$ cat src/rtl/muldiv_unit.sv
// muldiv_unit: iterative RV32M multiply/divide with a tag carried alongside; define MULDIV_FAST_MUL_EN for one-cycle multiplies.
// Latency N_BITS edges (1 edge for div special cases / fast mul); result held in DONE until out_ready, one op in flight.
module muldiv_unit #(
  parameter int N_BITS   = 32,
  parameter int TAG_BITS = 5
) (
  input  logic                clk,
  input  logic                rst,
  input  logic                in_valid,
  output logic                in_ready,
  input  logic [2:0]          op,
  input  logic [N_BITS-1:0]   in0,
  input  logic [N_BITS-1:0]   in1,
  input  logic [TAG_BITS-1:0] tag_in,
  output logic                out_valid,
  input  logic                out_ready,
  output logic [N_BITS-1:0]   out,
  output logic [TAG_BITS-1:0] tag_out
);

  localparam int W2    = 2 * N_BITS;
  localparam int CNT_W = $clog2(N_BITS);
  localparam logic [CNT_W-1:0]  CNT_LAST = CNT_W'(N_BITS - 1);
  localparam logic [N_BITS-1:0] MIN_NEG  = {1'b1, {(N_BITS-1){1'b0}}};

  typedef enum logic [1:0] {S_IDLE, S_CALC, S_DONE} state_t;

  typedef struct packed {
    logic is_div;
    logic hi_sel;
    logic rem_sel;
    logic neg;
  } ctrl_t;

  state_t             state;
  logic [CNT_W-1:0]   cnt;
  logic [W2-1:0]      acc;
  logic [N_BITS-1:0]  opnd;
  ctrl_t              ctrl;

  logic               a_sgn, b_sgn, a_neg, b_neg;
  logic [N_BITS-1:0]  a_mag, b_mag;
  logic               div_zero, div_ovf;
  logic [N_BITS-1:0]  special_res;
  ctrl_t              ctrl_in;

  logic [N_BITS:0]    mul_sum;
  logic [W2-1:0]      mul_nxt;
  logic [N_BITS:0]    div_rem;
  logic [N_BITS+1:0]  div_diff;
  logic [W2-1:0]      div_nxt;
  logic [W2-1:0]      acc_nxt;
  logic [W2-1:0]      mul_fix;
  logic [N_BITS-1:0]  div_sel;
  logic [N_BITS-1:0]  calc_res;

  assign in_ready = (state == S_IDLE) && !rst;

  // Operand decode at acceptance: signedness, magnitudes and the result sign.
  always_comb begin
    a_sgn       = op[2] ? ~op[0] : (op != 3'b011);
    b_sgn       = op[2] ? ~op[0] : (op[2:1] == 2'b00);
    a_neg       = a_sgn & in0[N_BITS-1];
    b_neg       = b_sgn & in1[N_BITS-1];
    a_mag       = a_neg ? -in0 : in0;
    b_mag       = b_neg ? -in1 : in1;
    div_zero    = op[2] && (in1 == '0);
    div_ovf     = op[2] && !op[0] && (in0 == MIN_NEG) && (in1 == '1);
    special_res = '0;
    if (div_zero)
      special_res = op[1] ? in0 : '1;
    else if (div_ovf)
      special_res = op[1] ? '0 : MIN_NEG;
    ctrl_in.is_div  = op[2];
    ctrl_in.hi_sel  = (op[1:0] != 2'b00);
    ctrl_in.rem_sel = op[1];
    ctrl_in.neg     = (op[2] && op[1]) ? a_neg : (a_neg ^ b_neg);
  end

  // One iteration: shift-add multiply or restoring divide, then sign fixup.
  always_comb begin
    mul_sum  = {1'b0, acc[W2-1:N_BITS]} + {1'b0, opnd};
    mul_nxt  = acc[0] ? {mul_sum, acc[N_BITS-1:1]} : {1'b0, acc[W2-1:1]};
    // Partial remainder needs N_BITS+1 bits since the divisor may exceed 2^(N_BITS-1).
    div_rem  = acc[W2-1:N_BITS-1];
    div_diff = {1'b0, div_rem} - {2'b00, opnd};
    if (div_diff[N_BITS+1])
      div_nxt = {div_rem[N_BITS-1:0], acc[N_BITS-2:0], 1'b0};
    else
      div_nxt = {div_diff[N_BITS-1:0], acc[N_BITS-2:0], 1'b1};
    acc_nxt  = ctrl.is_div ? div_nxt : mul_nxt;
    mul_fix  = ctrl.neg ? -acc_nxt : acc_nxt;
    div_sel  = ctrl.rem_sel ? acc_nxt[W2-1:N_BITS] : acc_nxt[N_BITS-1:0];
    if (ctrl.is_div)
      calc_res = ctrl.neg ? -div_sel : div_sel;
    else
      calc_res = ctrl.hi_sel ? mul_fix[W2-1:N_BITS] : mul_fix[N_BITS-1:0];
  end

`ifdef MULDIV_FAST_MUL_EN
  logic [W2-1:0]     a_ext, b_ext, fast_prod;
  logic [N_BITS-1:0] fast_res;

  always_comb begin
    a_ext     = {{N_BITS{a_neg}}, in0};
    b_ext     = {{N_BITS{b_neg}}, in1};
    fast_prod = a_ext * b_ext;
    fast_res  = ctrl_in.hi_sel ? fast_prod[W2-1:N_BITS] : fast_prod[N_BITS-1:0];
  end
`endif

  // Short paths enter DONE with out_valid low; it rises on the following edge.
  always_ff @(posedge clk) begin
    if (rst) begin
      state     <= S_IDLE;
      cnt       <= '0;
      acc       <= '0;
      opnd      <= '0;
      ctrl      <= '0;
      out_valid <= 1'b0;
      out       <= '0;
      tag_out   <= '0;
    end else begin
      case (state)
        S_IDLE: begin
          if (in_valid) begin
            tag_out <= tag_in;
            ctrl    <= ctrl_in;
            cnt     <= '0;
            if (div_zero || div_ovf) begin
              out   <= special_res;
              state <= S_DONE;
            end
`ifdef MULDIV_FAST_MUL_EN
            else if (!op[2]) begin
              out   <= fast_res;
              state <= S_DONE;
            end
`endif
            else begin
              acc   <= {{N_BITS{1'b0}}, (op[2] ? a_mag : b_mag)};
              opnd  <= op[2] ? b_mag : a_mag;
              state <= S_CALC;
            end
          end
        end
        S_CALC: begin
          acc <= acc_nxt;
          if (cnt == CNT_LAST) begin
            cnt       <= '0;
            out       <= calc_res;
            out_valid <= 1'b1;
            state     <= S_DONE;
          end else begin
            cnt <= cnt + 1'b1;
          end
        end
        S_DONE: begin
          if (!out_valid) begin
            out_valid <= 1'b1;
          end else if (out_ready) begin
            out_valid <= 1'b0;
            state     <= S_IDLE;
          end
        end
        default: state <= S_IDLE;
      endcase
    end
  end

endmodule

$ cat config.mk
export PLATFORM = sky130hd
export DESIGN_NAME = muldiv_unit
export DESIGN_NICKNAME = d
export VERILOG_FILES = /design/src/rtl/muldiv_unit.sv
export SDC_FILE = /design/constraint.sdc
export NUM_CORES = 1
export LEC_CHECK = 0
export ABC_AREA = 1
export CELL_PAD_IN_SITES_DETAIL_PLACEMENT = 1
export CELL_PAD_IN_SITES_GLOBAL_PLACEMENT = 2
export CORE_MARGIN = 5
export CORE_UTILIZATION = 30
export DETAILED_ROUTE_END_ITERATION = 6
export PLACE_DENSITY_LB_ADDON = 0.1
export SYNTH_ARGS = -nofsm -noshare
export SYNTH_HDL_FRONTEND = slang
export SYNTH_SLANG_ARGS = --single-unit
$ cat constraint.sdc
create_clock -name clk -period 9.2 [get_ports clk]
set_clock_uncertainty 0.2 [all_clocks]
set_input_delay 1.84 -clock clk [delete_from_list [all_inputs] [get_ports clk]]
set_output_delay 1.84 -clock clk [all_outputs]
set_load 0.05 [all_outputs]
==> out/qor.tcl, run 1 <==
set qor(status) {finished with violations}
set qor(violations_in_the_final_reports) {design-rule violations}
set qor(worst-path-max-fanout) 40
set qor(cellPowerDensity_nw_per_um2) 182
set qor(final_net_count) 3672
set qor(wirelength_mm) 112
set qor(clock_path_buffers) 2
set qor(finalWorstPathRequiredPeriod_ns) 6.81
set qor(arrival_ns) 6.80
set qor(route.detailed.drc) 1
set qor(met3RoutedLength_mm) 5.60
set qor(syn2layout_area_growth_pct) 12.9
set qor(ff2ff_path_depth) 19
set qor(worst_slew_margin_rel) 0.0838
set qor(detailedRoute.firstPassIterationCount) 7
set qor(crit_start) {in1[5]}
set qor(comb_share) 0.631
set qor(yosys.cell_types.count) 58
set qor(wl_met1_mm) 48.6
set qor(grt_antenna_before_repair) 2
set qor(postSynthSeqShare) 0.153
set qor(routed_via_density) 5.42
set qor(total_number_of_vias) 23800
set qor(post-synth-top-count-cell) {nand2_1}
set qor(initial_core_util) 0.301
set qor(yosys_cells) 3498
set qor(design.core.area_um2) 62900
set qor(num_rows) 92
set qor(synth.area.mux_share) 0
set qor(worst-setup-path-type) {input pin to flop}
set qor(totalNegativeSetupSlack_ns) 0
set qor(finalWeightedCongestion) 0.977
set qor(hold-worst-slack_ns) 0.282
set qor(cp_top_family) {buffers and inverters}
set qor(switching_power_w) 0.00221
set qor(mostFrequentLayoutCells) {1071 x nand2_1, 494 x inv_1, 313 x nor2_1, 294 x nand3_1, 265 x a21oi_1}
set qor(tap-cell-count) 846
set qor(timing.critical_path.cells) {clkdlybuf4s50_1 > inv_1 > nor4_1 > nand4_1 > nor4b_1 > nand4_1 > o21ai_0 > nor2_1 > nand2_1 > buf_4 > inv_1 > o21ai_0 > a31oi_1}
set qor(synth-compound-area-share) 0.178
set qor(top_regs) {acc (64), opnd (32), out (32)}
set qor(p_total_w) 0.00389
set qor(ant_nets) 0
set qor(report.final.setup_viol) 0
set qor(p_leak_nw) 10.1
set qor(layout_top_cell_excl_fill_tap) {nand2_1}
set qor(grt_pass1_vias) 24400
set qor(grt_usage) 0.322
set qor(pg_seq_w) 0.000767
set qor(final_hold_viol_count) 0
set qor(cpPeakStageDelay_ns) 0.98
set qor(common_cells) {1071 x nand2_1, 494 x inv_1, 315 x nor2_1, 295 x nand3_1, 265 x a21oi_1}
set qor(comb-power_w) 0.00235
set qor(topRoutingLayerUsed) {met4}
set qor(min_from) {cnt[4]}
set qor(count_of_pins_on_the_block_boundary) 115
set qor(peakVddDrop_mv) 0.165
set qor(synth_async_sr_flop_share) 0
set qor(largest_class) {multi-input combinational cells}
set qor(htreeDepth) 4
set qor(cpMaxStageDelayCell) {o21ai_0}
set qor(power.sequential.fraction) 0.197
set qor(number_of_placed_instances_taps_included) 4350
set qor(met3_layer_usage_reported_by_global_route) 0.0517
set qor(tool_warnings) 29
set qor(design.die.area_um2) 68200
set qor(cts.sink_count) 145
set qor(swShare) 0.568
set qor(comb.multi_input.count) 2706
set qor(drt_iter0_markers) 2021
set qor(power.internal_w) 0.00168
set qor(place.detailed.hpwl_mm) 91.7
set qor(non_clock_inverter_count) 507
set qor(layout.area.comb_um2) 13500
set qor(drive_above_1_share) 0.0600
set qor(final-clk-cell-share) 0.0295
set qor(n_clock_buffer) 17
set qor(largest_register_ffs) 64
set qor(cts.root.buffer_cell) {clkbuf_16}
set qor(n_fill_cell) 8667
set qor(rr_startpoint) {opnd[30]}
set qor(synth.comb.largest_family) {simple AND/OR/NAND/NOR gates}
set qor(placed_area_um2) 20800
set qor(chipWidth_um) 261
set qor(cp-start-kind) {input pin}
set qor(max_freq_mhz) 147
set qor(post_synth_inst_count) 3498
set qor(fin_util) 0.340
set qor(critPathBufInv) 4
set qor(total_cell_area_reported_by_yosys_after_synthesis_um2) 18900
set qor(tightest_slew_ns) 1.37
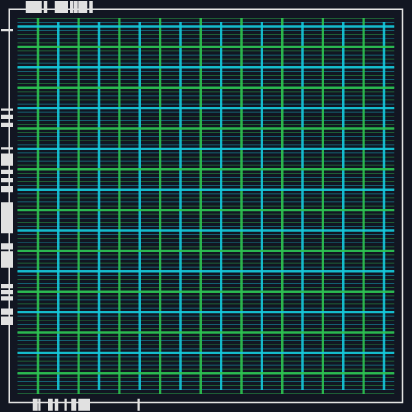
Figure 1: run 1, PDN straps and rails.
(1.5 px per um) Pins as bars on the die edge.
color	net
green	VSS
cyan	VDD
met5 straps	18
signal pins	115
met1 rails	93
met4 straps	18
rows	92

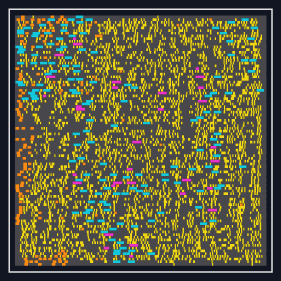
Figure 2: run 1, cells colored by class.
(1 px per um) Fill, decap, tap and diode cells in gray.
color	class	cells	share of their area
yellow	remaining logic cells	3213	76%
cyan	registers	145	14%
orange	remaining buffers and delay cells	146	6.8%
magenta	clock drivers and dummy loads	32	3.1%

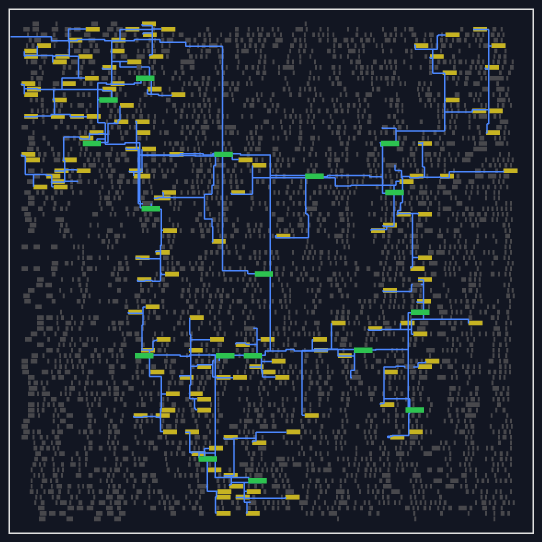
Figure 3: run 1, clock network drawn from the DEF.
(2 px per um)
[green] clock-net drivers | count: 17
[yellow] flip-flops | count: 145
[blue] clock wires | length: 2990 um
routed clock nets	18

Figure 4. Metal layers overlaid (run 1).
(1.5 px per um) Two of the layers only.
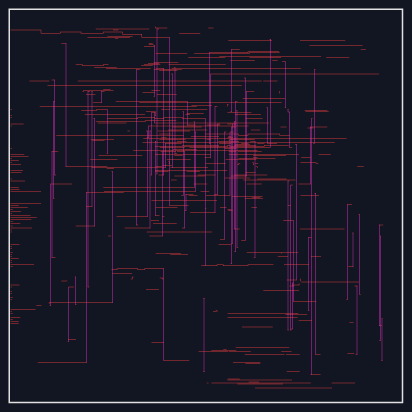

==> run 2, diff against run 1 <==
==> constraint.sdc (replaced) <==
create_clock -name clk -period 6.73 [get_ports clk]
set_clock_uncertainty 0.2 [all_clocks]
set_input_delay 1.346 -clock clk [delete_from_list [all_inputs] [get_ports clk]]
set_output_delay 1.346 -clock clk [all_outputs]
set_load 0.05 [all_outputs]
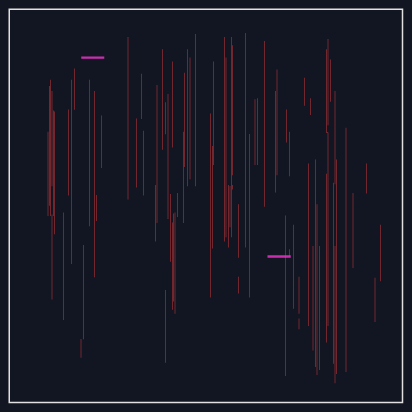
Figure 5: run 2, metal layers overlaid.
(1.5 px per um) Two of the layers only.
color	layer	wire length
magenta	M5	27.6 um
red	M4	5720 um

==> out/qor.tcl, run 2 <==
set qor(status) {complete, no violations}
set qor(grt_pass1_vias) 24500 ;# +0.44%
set qor(synth_async_sr_flop_share) 0 ;# unchanged
set qor(worst-path-max-fanout) 36 ;# -10%
set qor(met3_layer_usage_reported_by_global_route) 0.0573 ;# +0.00559
set qor(post-synth-top-count-cell) {nand2_1}
set qor(tap-cell-count) 846 ;# unchanged
set qor(finalWeightedCongestion) 1.05 ;# +7.1%
set qor(htreeDepth) 4 ;# unchanged
set qor(drt_iter0_markers) 1735 ;# -14%
set qor(ant_nets) 0 ;# unchanged
set qor(critPathBufInv) 2 ;# -2
set qor(worst-setup-path-type) {flop to flop}
set qor(common_cells) {1071 x nand2_1, 494 x inv_1, 315 x nor2_1, 295 x nand3_1, 265 x a21oi_1}
set qor(comb-power_w) 0.00320 ;# +36%
set qor(routed_via_density) 5.46 ;# +0.74%
set qor(detailedRoute.firstPassIterationCount) 5 ;# -2
set qor(wirelength_mm) 112 ;# +0.30%
set qor(postSynthSeqShare) 0.153 ;# unchanged
set qor(post_synth_inst_count) 3498 ;# unchanged
set qor(arrival_ns) 6.12 ;# -0.68 ns
set qor(report.final.setup_viol) 0 ;# unchanged
set qor(cpPeakStageDelay_ns) 0.58 ;# -0.40 ns
set qor(largest_class) {multi-input combinational cells}
set qor(pg_seq_w) 0.00105 ;# +37%
set qor(layout_top_cell_excl_fill_tap) {nand2_1}
set qor(max_freq_mhz) 170
set qor(route.detailed.drc) 0 ;# -1
set qor(yosys.cell_types.count) 58 ;# unchanged
set qor(syn2layout_area_growth_pct) 13.0 ;# about the same
set qor(grt_usage) 0.322 ;# -0.000759
set qor(cts.root.buffer_cell) {clkbuf_16}
set qor(swShare) 0.566 ;# -0.00215
set qor(layout.area.comb_um2) 13500 ;# unchanged
set qor(cpMaxStageDelayCell) {dfxtp_1}
set qor(comb_share) 0.631 ;# about the same
set qor(cts.sink_count) 145 ;# unchanged
set qor(hold-worst-slack_ns) 0.276 ;# -0.00509 ns
set qor(power.sequential.fraction) 0.200 ;# +0.003
set qor(switching_power_w) 0.00299 ;# +35%
set qor(finalWorstPathRequiredPeriod_ns) 5.88
set qor(peakVddDrop_mv) 0.227 ;# +37%
set qor(drive_above_1_share) 0.0621 ;# +0.00212
set qor(synth.comb.largest_family) {simple AND/OR/NAND/NOR gates}
set qor(total_number_of_vias) 24000 ;# +0.95%
set qor(number_of_placed_instances_taps_included) 4358 ;# +0.18%
set qor(initial_core_util) 0.301 ;# unchanged
Figure 6. Clock network drawn from the DEF (run 2).
(2 px per um)
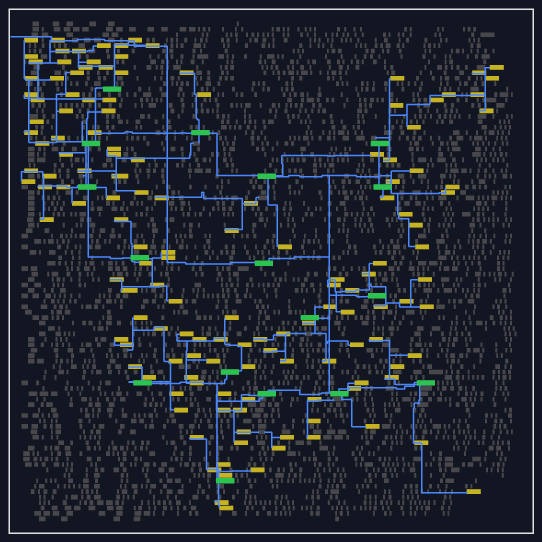

==> run 3, diff against run 2 <==
==> constraint.sdc (replaced) <==
create_clock -name clk -period 6.7 [get_ports clk]
set_clock_uncertainty 0.2 [all_clocks]
set_input_delay 1.34 -clock clk [delete_from_list [all_inputs] [get_ports clk]]
set_output_delay 1.34 -clock clk [all_outputs]
set_load 0.01 [all_outputs]
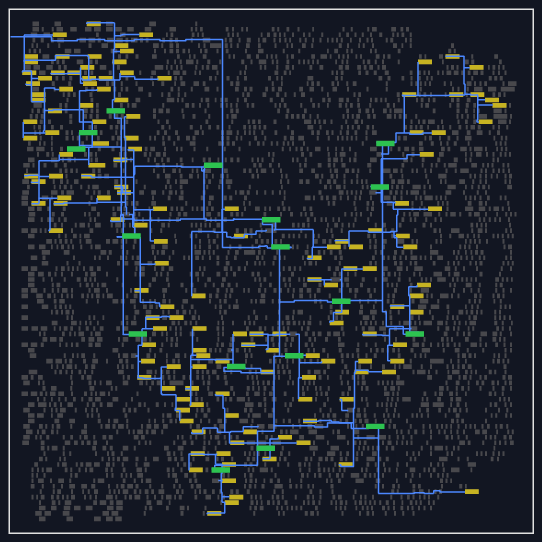
Figure 7: run 3, clock network drawn from the DEF.
(2 px per um)
[green] clock-net drivers | count: 17
[blue] clock wires | length: 3080 um
[yellow] flip-flops | count: 145
flops lie	widely spread
Power Clock: 0.00103 W
worst skew pair latency: 0.50 ns
portion of total power attributed to the clock network: 0.197

==> out/qor.tcl, run 3 <==
set qor(wire_per_inst_um) 25.2
set qor(final-seq-area_um2) 2910
set qor(grtUsageMet2) 0.536
set qor(routed_via_density) 5.44 ;# -0.41%
set qor(synth.comb.largest_family) {simple AND/OR/NAND/NOR gates}
set qor(post-synth-top-count-cell) {nand2_1}
set qor(detailedRoute.firstPassIterationCount) 5 ;# unchanged
set qor(swShare) 0.559 ;# -0.00681
set qor(pg_seq_w) 0.00106 ;# about the same
set qor(layout.area.comb_um2) 13500 ;# unchanged
set qor(common_cells) {1071 x nand2_1, 494 x inv_1, 315 x nor2_1, 295 x nand3_1, 265 x a21oi_1}
set qor(cp-start-kind) {flop}
set qor(synthesis_stage_register_bit_count) 145
set qor(synth_adder_area_share) 0.0490
set qor(syn2layout_area_growth_pct) 13.1
set qor(wirelength_mm) 111 ;# -1.3%
set qor(yosysTopAreaCellShare) 0.212
set qor(final_hold_viol_count) 0
set qor(cpMaxStageDelayCell) {dfxtp_1}
set qor(htreeDepth) 4 ;# unchanged
set qor(comb_share) 0.630 ;# -0.000663
set qor(power.sequential.fraction) 0.202 ;# +0.002
set qor(cpPeakStageDelay_ns) 0.48 ;# -0.10 ns
set qor(hold-worst-slack_ns) 0.284 ;# +0.00791 ns
set qor(grt_usage) 0.318 ;# -0.00382
set qor(arrival_ns) 6.45 ;# +0.33 ns
set qor(status) {complete, no violations}
set qor(floorplan.nets) 3647
set qor(grt_pass1_vias) 24200 ;# -1.0%
set qor(synth.area.mux_share) 0
set qor(layout_top_cell_excl_fill_tap) {nand2_1}
set qor(worst-setup-path-type) {flop to flop}
set qor(tool_warnings) 27
set qor(wl_met1_mm) 48.1
set qor(n_clock_buffer) 17
set qor(cp_top_family) {simple AND/OR/NAND/NOR gates}
set qor(yosys_most_used_dff) {dfxtp_1}
set qor(met3_layer_usage_reported_by_global_route) 0.0386 ;# -0.0187
set qor(finalWeightedCongestion) 1.01 ;# -3.3%
set qor(largest_class) {multi-input combinational cells}
set qor(timing.reg2reg.setup_slack_ns) 0.49
set qor(yosys.cell_types.count) 58 ;# unchanged
set qor(cts.sink_count) 145 ;# unchanged
set qor(drt_iter0_markers) 1885 ;# +8.6%
set qor(initial_core_util) 0.301 ;# unchanged
set qor(grt_max_degree) 75
set qor(route.detailed.drc) 0 ;# unchanged
set qor(post_synth_inst_count) 3498 ;# unchanged
set qor(grt_pass1_wl_mm) 162
set qor(rsz0062_at_grt) {false}
set qor(cts.root.buffer_cell) {clkbuf_16}
set qor(critPathBufInv) 2 ;# unchanged
set qor(synth_async_sr_flop_share) 0 ;# unchanged
set qor(finalWorstPathRequiredPeriod_ns) 6.21 ;# +0.329 ns
set qor(cts_setup_buffers) 0
set qor(peakVddDrop_mv) 0.183 ;# -19%
set qor(postSynthSeqShare) 0.153 ;# unchanged
set qor(tap-cell-count) 846 ;# unchanged
set qor(report.final.setup_viol) 0 ;# unchanged
set qor(switching_power_w) 0.00293 ;# -2.0%
set qor(max_freq_mhz) 161 ;# -5.3%
set qor(cts_repair_resize_count) 0
set qor(comb-power_w) 0.00314 ;# -2%
set qor(ff2ff_path_depth) 30
set qor(total_number_of_vias) 23900 ;# -0.38%
set qor(ant_nets) 0 ;# unchanged
set qor(worst-path-max-fanout) 36 ;# unchanged
set qor(number_of_placed_instances_taps_included) 4360 ;# +0.046%
set qor(drive_above_1_share) 0.0626 ;# +0.000529
Power is estimated from default activity; no workload was simulated.
